==> config.mk <==
export PLATFORM = sky130hd
export DESIGN_NAME = sat_acc_seq
export DESIGN_NICKNAME = d
export VERILOG_FILES = /design/src/rtl/sat_acc_seq_pkg.sv /design/src/rtl/sat_acc_seq_sat_add3.sv /design/src/rtl/sat_acc_seq.sv
export SDC_FILE = /design/constraint.sdc
export NUM_CORES = 1
export LEC_CHECK = 0
export ABC_AREA = 1
export CAP_MARGIN = 20
export CORE_UTILIZATION = 50
export DETAILED_ROUTE_END_ITERATION = 8
export GPL_ROUTABILITY_DRIVEN = 0
export PLACE_DENSITY_LB_ADDON = 0.25
export SYNTH_ARGS = -nofsm -noshare
export SYNTH_HDL_FRONTEND = slang
export SYNTH_SLANG_ARGS = --single-unit
==> constraint.sdc <==
create_clock -name clk -period 8.6 [get_ports clk]
set_clock_uncertainty 0.15 [all_clocks]
set_input_delay 0.86 -clock clk [delete_from_list [all_inputs] [get_ports clk]]
set_output_delay 0.86 -clock clk [all_outputs]
set_load 0.01 [all_outputs]
Fig. 1: run 1, routed metal, one color a layer
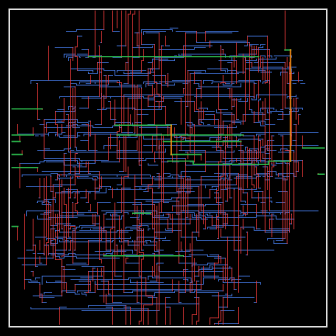
- red: M2 (wire length 2070 um)
- orange: M4 (wire length 29.2 um)
- blue: M1 (wire length 2320 um)
- green: M3 (wire length 170 um)
average wire length per cell after detail routing: 11.86 um
global router's overall resource usage: 23.05%
via count of the routed design: 1924
final wirelength: 4589 um

Fig. 2: run 1, local utilization
The die is cut into 7 by 7 equal tiles; white is low, dark blue is high, 0 to 100% covered.
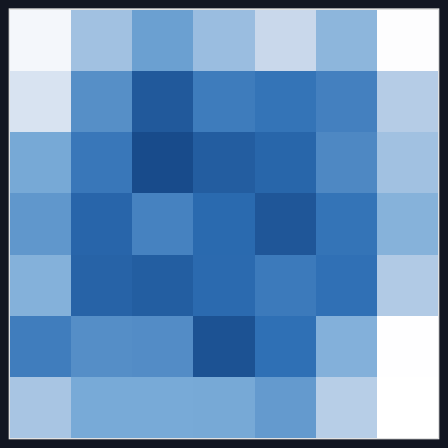
- emptiest ninth of the die: bottom right
- fullest tile: 89%
- mean over tiles: 55%
- nearly empty tiles: 6.1%
Std-Cell Core Area: 3771 um2
Final Core Density: 64.76%

Fig. 3: run 1, metal 2
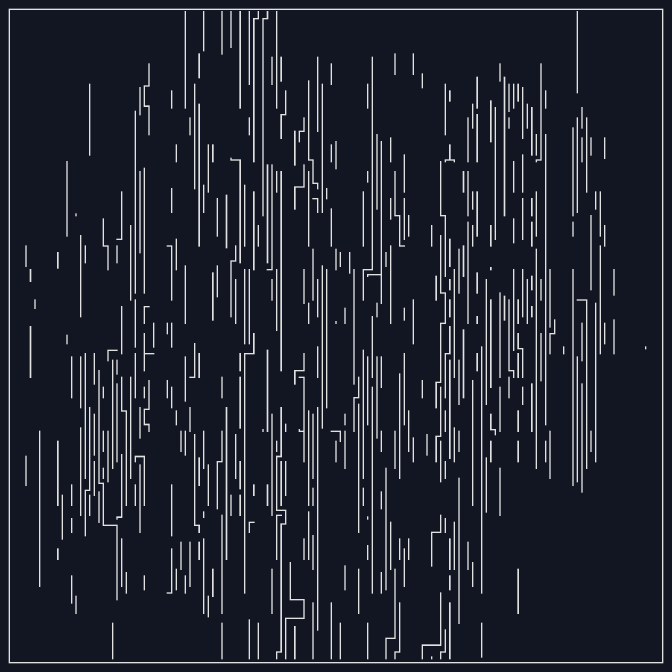
- wire length on this layer: 2070 um
- nets with wire on the layer: 298
- longest straight run: 29.2 um
- main direction: vertical
met2 routing resource usage after global routing: 36.86%

Fig. 4: run 1, routing congestion map
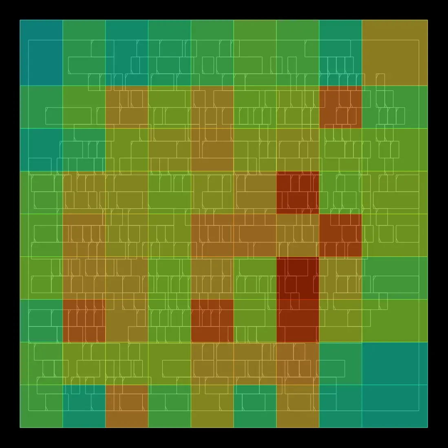
GR met1 Demand/Resource: 32.35%
GRT busiest layer: met2

==> results.toml, run 1 <==
# synthesis and place-and-route metrics
[sta]
clock.fmax_ghz = 0.2386
worst_slew_pin_slew_ns = 0.4505
final.min_clock_period_ns = 4.191
grt_setup_unrepaired = "false"
final-max-slew-violation-count = 0
worst_hold_slack_ns = 0.3153
setup_tns_ns = 0
timing.max_slew.rel_slack_pct = 69.94
worst_slack_ns = 4.409
setup_viol = 0

[logic_synthesis]
synth_area_leader_cell = "dfxtp_1"
synthesis.instances = 306
yosys_warnings = 0
ys_ff = 25
chip_area_yosys_um2 = 2036
synth_async_sr_flop_share_pct = 0
synth.net_count = 350
yosysUniqueCellTypes = 33
synthesized_area_per_cell_um2 = 6.653
yosys.stat.seqShare_pct = 24.59
ys_cells = 306
netlist_top_cells_count = "nand2_1 (82), inv_1 (44), a21oi_1 (32)"
ff_type = "dfxtp_1"

[clock_tree]
postCtsResizedCells = 0
cts_buffer_count = 3
tritoncts_num_sinks = 25
cts_post_setup_buffers_inserted = 0
longest_clk_path_bufs = 2
clk_transition_reported_paths_ns = 0.09
tritoncts = "built"

[setup_path]
rr_worst_depth = 17
critPathBufInv = 3
setup.worst_path.end_class = "flip-flop"
crit_fanout = 6
criticalPathCategory = "input pin to flip-flop"
reg2reg_slack_ns = 5.07
crit_required_ns = 8.65
worst_path_max_delay_cell = "clkdlybuf4s50_1"
crit_path_cell_trace = "clkdlybuf4s50_1 -> ha_1 -> fa_1 -> xor2_1 -> ha_1 -> nand2_1 -> a21boi_1 -> o21ai_0 -> nand2_1 -> a21oi_1 -> xor2_1 -> inv_1 -> ha_1 -> inv_1 -> or2_2 -> nand2_1 -> nand2_1 -> a21oi_1"
cp-start-kind = "input pin"
worst_path_most_repeated_cell = "nand2_1"

[finish]
layout_top_cells_excl_fill_tap = "nand2_1 (82), inv_1 (44), clkdlybuf4s50_1 (34)"
net_count_final = 384
antenna_diodes = 0
num-fill-cells = 350

[place]
placed_cell_area_um2 = 2397
dpl_worst_slack_ns = 4.140
placed_cells_incl_taps = 383
port-buffer-count = 34

[flow_run]
max_cap_violations = 0
stage_log_warnings = 27

[global_routing]
vias_in_the_first_global_route = 1721
maximum_number_of_pins_on_one_net_before_global_route_repair = 19
global_route_wire_length_before_repair_um = 7700

[power_and_ir_drop]
seq_power_share_pct = 30.0
post-layout-total-power_mw = 0.4507
switching_share_pct = 41.84
ir_worst_vdd_mv = 0.1459

[detailed_routing]
route.layer.met1.wl_um = 2319
highest-signal-layer = "met4"
drt_iter0_drc = 71
ant_nets = 0
firstDrtPassIters = 4

[outcome]
status = "finished clean"

[floorplan]
height_of_the_chip_um = 65.81
die_area_um2 = 4330
die_w_um = 65.81
## run 1: cell type report
cell class	instances	area [um2]	area share, %
Clock buffer	4	45.04	1.844
Multi-Input combinational cell	231	1328	54.35
Tap cell	48	60.06	2.459
Timing Repair Buffer	34	340.3	13.93
Inverter	45	168.9	6.916
Sequential cell	25	500.5	20.49
## run 1: layer usage
metal | vias to the layer above | GRT usage (%)
met4 | 0 | 5.435
met5 | - | 0
met3 | 4 | 3.276
li1 | 1048 | -
met1 | 849 | 32.35
met2 | 23 | 36.86
## run 1: kinds of logic (layout without fill, tap and decap cells)
| family | after synthesis | after routing | synth area share [%] |
|---|---|---|---|
| flip-flops | 25 | 25 | 24.59 |
| XOR/XNOR | 14 | 14 | 6.023 |
| AND/OR/NAND/NOR | 148 | 148 | 34.11 |
| buffers and inverters | 50 | 83 | 10.20 |
| adder cells (fa/ha/maj) | 19 | 19 | 12.42 |
| AND-OR/OR-AND | 50 | 50 | 12.66 |
## run 1: power by group through the flow
stage,registers (mW),clock network [mW],logic (mW)
detailed placement,0.138,0,0.242
global route,0.137,0.0776,0.283
finish,0.135,0.0707,0.245
CTS,0.135,0.0723,0.244
floorplan,0.137,0,0.182
global placement,0.138,0,0.237
## run 1: worst register-to-register path: stages (launching register included)
cell and delay, ns:
dfxtp_1 0.35, ha_1 0.21, fa_1 0.40, xor2_1 0.18
ha_1 0.34, nand2_1 0.09, a21boi_1 0.06, o21ai_0 0.21
nand2_1 0.08, a21oi_1 0.16, xor2_1 0.21, inv_1 0.06
ha_1 0.33, inv_1 0.12, or2_2 0.28, nand2_1 0.07
nand2_1 0.05, a21oi_1 0.11
Fig. 5: run 1, gate families picked out
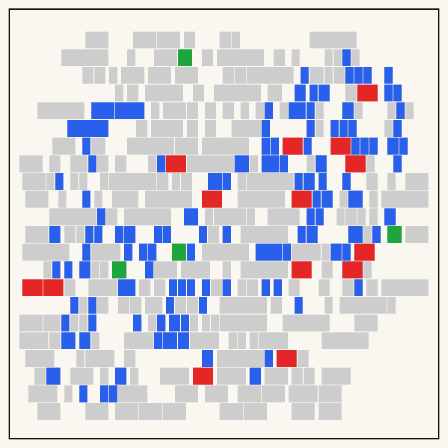

==> run 1 -> run 2 <==
--- a/config.mk
+++ b/config.mk
@@ -7,7 +7,7 @@
 export LEC_CHECK = 0
 export ABC_AREA = 1
 export CAP_MARGIN = 20
-export CORE_UTILIZATION = 50
+export CORE_UTILIZATION = 48
 export DETAILED_ROUTE_END_ITERATION = 8
 export GPL_ROUTABILITY_DRIVEN = 0
 export PLACE_DENSITY_LB_ADDON = 0.25
==> constraint.sdc (replaced) <==
create_clock -name clk -period 3.4 [get_ports clk]
set_clock_uncertainty 0.15 [all_clocks]
set_input_delay 0.34 -clock clk [delete_from_list [all_inputs] [get_ports clk]]
set_output_delay 0.34 -clock clk [all_outputs]
set_load 0.01 [all_outputs]
Fig. 6: run 2, gate families picked out
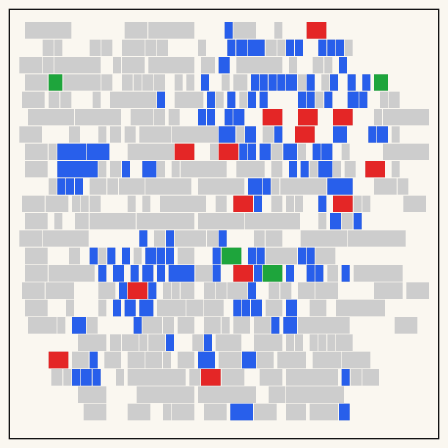
- red: xor and xnor cells (cells 14)
- green: and/or cells (cells 4)
- blue: nand cells (cells 116)
share of the final layout cell area in multi-input gates: 52.74%
most common cell after layout, fill and taps aside: nand2_1
Post-Layout Cell Count: 411

==> run 2 against run 1 <==
Via count rose by 7.1%. Register-to-register slack got worse by 4.9 ns. Sequential power rose to 2.6 times the previous value. Cell area rose by 12%. Synthesized cell count did not move. Die size rose by 4.1%. Global-route usage rose by 1.1 points. Setup slack got worse by 4.2 ns. First-iteration DRC count rose to 2.5 times the previous value. Wire length rose by 9.9%. Core utilization rose by 3.3 points. Area after synthesis did not move.
==> results.toml, run 2 <==
# synthesis and place-and-route metrics
[outcome]
status = "finished clean"

[setup_path]
crit_fanout = 4
reg2reg_slack_ns = 0.16
crit_required_ns = 3.45
criticalPathCategory = "flip-flop to flip-flop"
setup.worst_path.end_class = "flip-flop"
rr_worst_depth = 18
cp-start-kind = "flip-flop"

[sta]
final-max-slew-violation-count = 0
setup_tns_ns = 0
worst_hold_slack_ns = 0.3425
grt_setup_unrepaired = "false"
setup_viol = 0
timing.max_slew.rel_slack_pct = 67.44
worst_slew_pin_slew_ns = 0.4878
worst_slack_ns = 0.1643

[finish]
layout_top_cells_excl_fill_tap = "nand2_1 (80), inv_1 (41), clkdlybuf4s50_1 (31)"
utilization_pct = 68.07
net_count_final = 406
num-fill-cells = 351
antenna_diodes = 0

[flow_run]
max_cap_violations = 0
stage_log_warnings = 27

[logic_synthesis]
yosys_warnings = 0
ys_cells = 306
ys_ff = 25
synthesis.instances = 306
ff_type = "dfxtp_1"
synth_area_leader_cell = "dfxtp_1"
yosys.stat.seqShare_pct = 24.59
chip_area_yosys_um2 = 2036
yosysUniqueCellTypes = 33
synth_async_sr_flop_share_pct = 0
netlist_top_cells_count = "nand2_1 (82), inv_1 (44), a21oi_1 (32)"
synthesized_area_per_cell_um2 = 6.653

[floorplan]
core_region_area_um2 = 4029
die_area_um2 = 4506
height_of_the_chip_um = 67.13

[place]
placed_cell_area_um2 = 2535
dpl_worst_slack_ns = -0.4716
placed_cells_incl_taps = 403
port-buffer-count = 34

[global_routing]
grt_util_all_layers_pct = 24.14
maximum_number_of_pins_on_one_net_before_global_route_repair = 19
global_route_wire_length_before_repair_um = 8224
vias_in_the_first_global_route = 1810

[power_and_ir_drop]
switching_share_pct = 40.58
ir_worst_vdd_mv = 0.3034
post-layout-total-power_mw = 1.417

[detailed_routing]
route.detailed.wl_per_inst_um = 12.27
drt_iter0_drc = 179
ant_nets = 0
firstDrtPassIters = 5

[clock_tree]
longest_clk_path_bufs = 2
htree_levels = 1
clk_transition_reported_paths_ns = 0.09
tritoncts_num_sinks = 25
run 2: cell counts after synthesis:
No cell type changed its count.
run 2: cell type report:
cell class,instances,area (um2),area share [%]
Sequential cell,25,506.7,18.48
Inverter,45,171.4,6.250
Clock buffer,3,41.29,1.505
Clock inverter,1,5.005,0.1825
Tap cell,50,62.56,2.281
Multi-Input combinational cell,231,1446,52.74
Timing Repair Buffer,56,509.2,18.57
run 2: power by group through the flow:
stage | Combinational [mW] | Sequential [mW] | Clock (mW)
final | 0.889 | 0.347 | 0.182
after global routing | 0.990 | 0.350 | 0.195
after CTS | 0.810 | 0.344 | 0.183
after detailed placement | 0.727 | 0.350 | 0
after global placement | 0.708 | 0.349 | 0
after floorplan | 0.461 | 0.347 | 0
run 2: kinds of logic after synthesis:
group	synth area share, %
buffers and inverters	10.20
AOI/OAI and AO/OA	12.66
and+or+nand+nor	34.11
xor gates and xnor gates	6.023
DFF	24.59
adders and majority gates	12.42
run 2: worst max-delay path, stage by stage (launching register included):
cell and delay (ns):
dfxtp_4 0.37, ha_4 0.16, fa_2 0.54, inv_2 0.04, fa_2 0.34, inv_2 0.07, nand2_2 0.05, a21boi_2 0.16
o21ai_2 0.08, nand2_1 0.07, a21oi_2 0.06, xor2_1 0.20, inv_1 0.11, ha_4 0.30, inv_4 0.04, or2_4 0.21
nand2_1 0.05, nand2_1 0.05, a21oi_2 0.12
run 2: routing by layer:
layer	vias to the layer above	wire [um]	part of all wire (%)	GRT usage, %
li1	1096	-	-	-
met1	902	2539	50	34.43
met2	58	2263	45	38.25
met3	4	201	4.0	3.253
met4	0	40	0.79	5.053
met5	-	0	0	0
run 2: what timing repair did:
item | CTS | global route
buffers inserted | 3 | 1
endpoints found under the setup margin | 7 | 7
pin swaps | 12 | 13
gates cloned | 0 | 0
gates resized | 14 | 18
Power figures rest on the tool's default switching activity, not on a simulated workload.
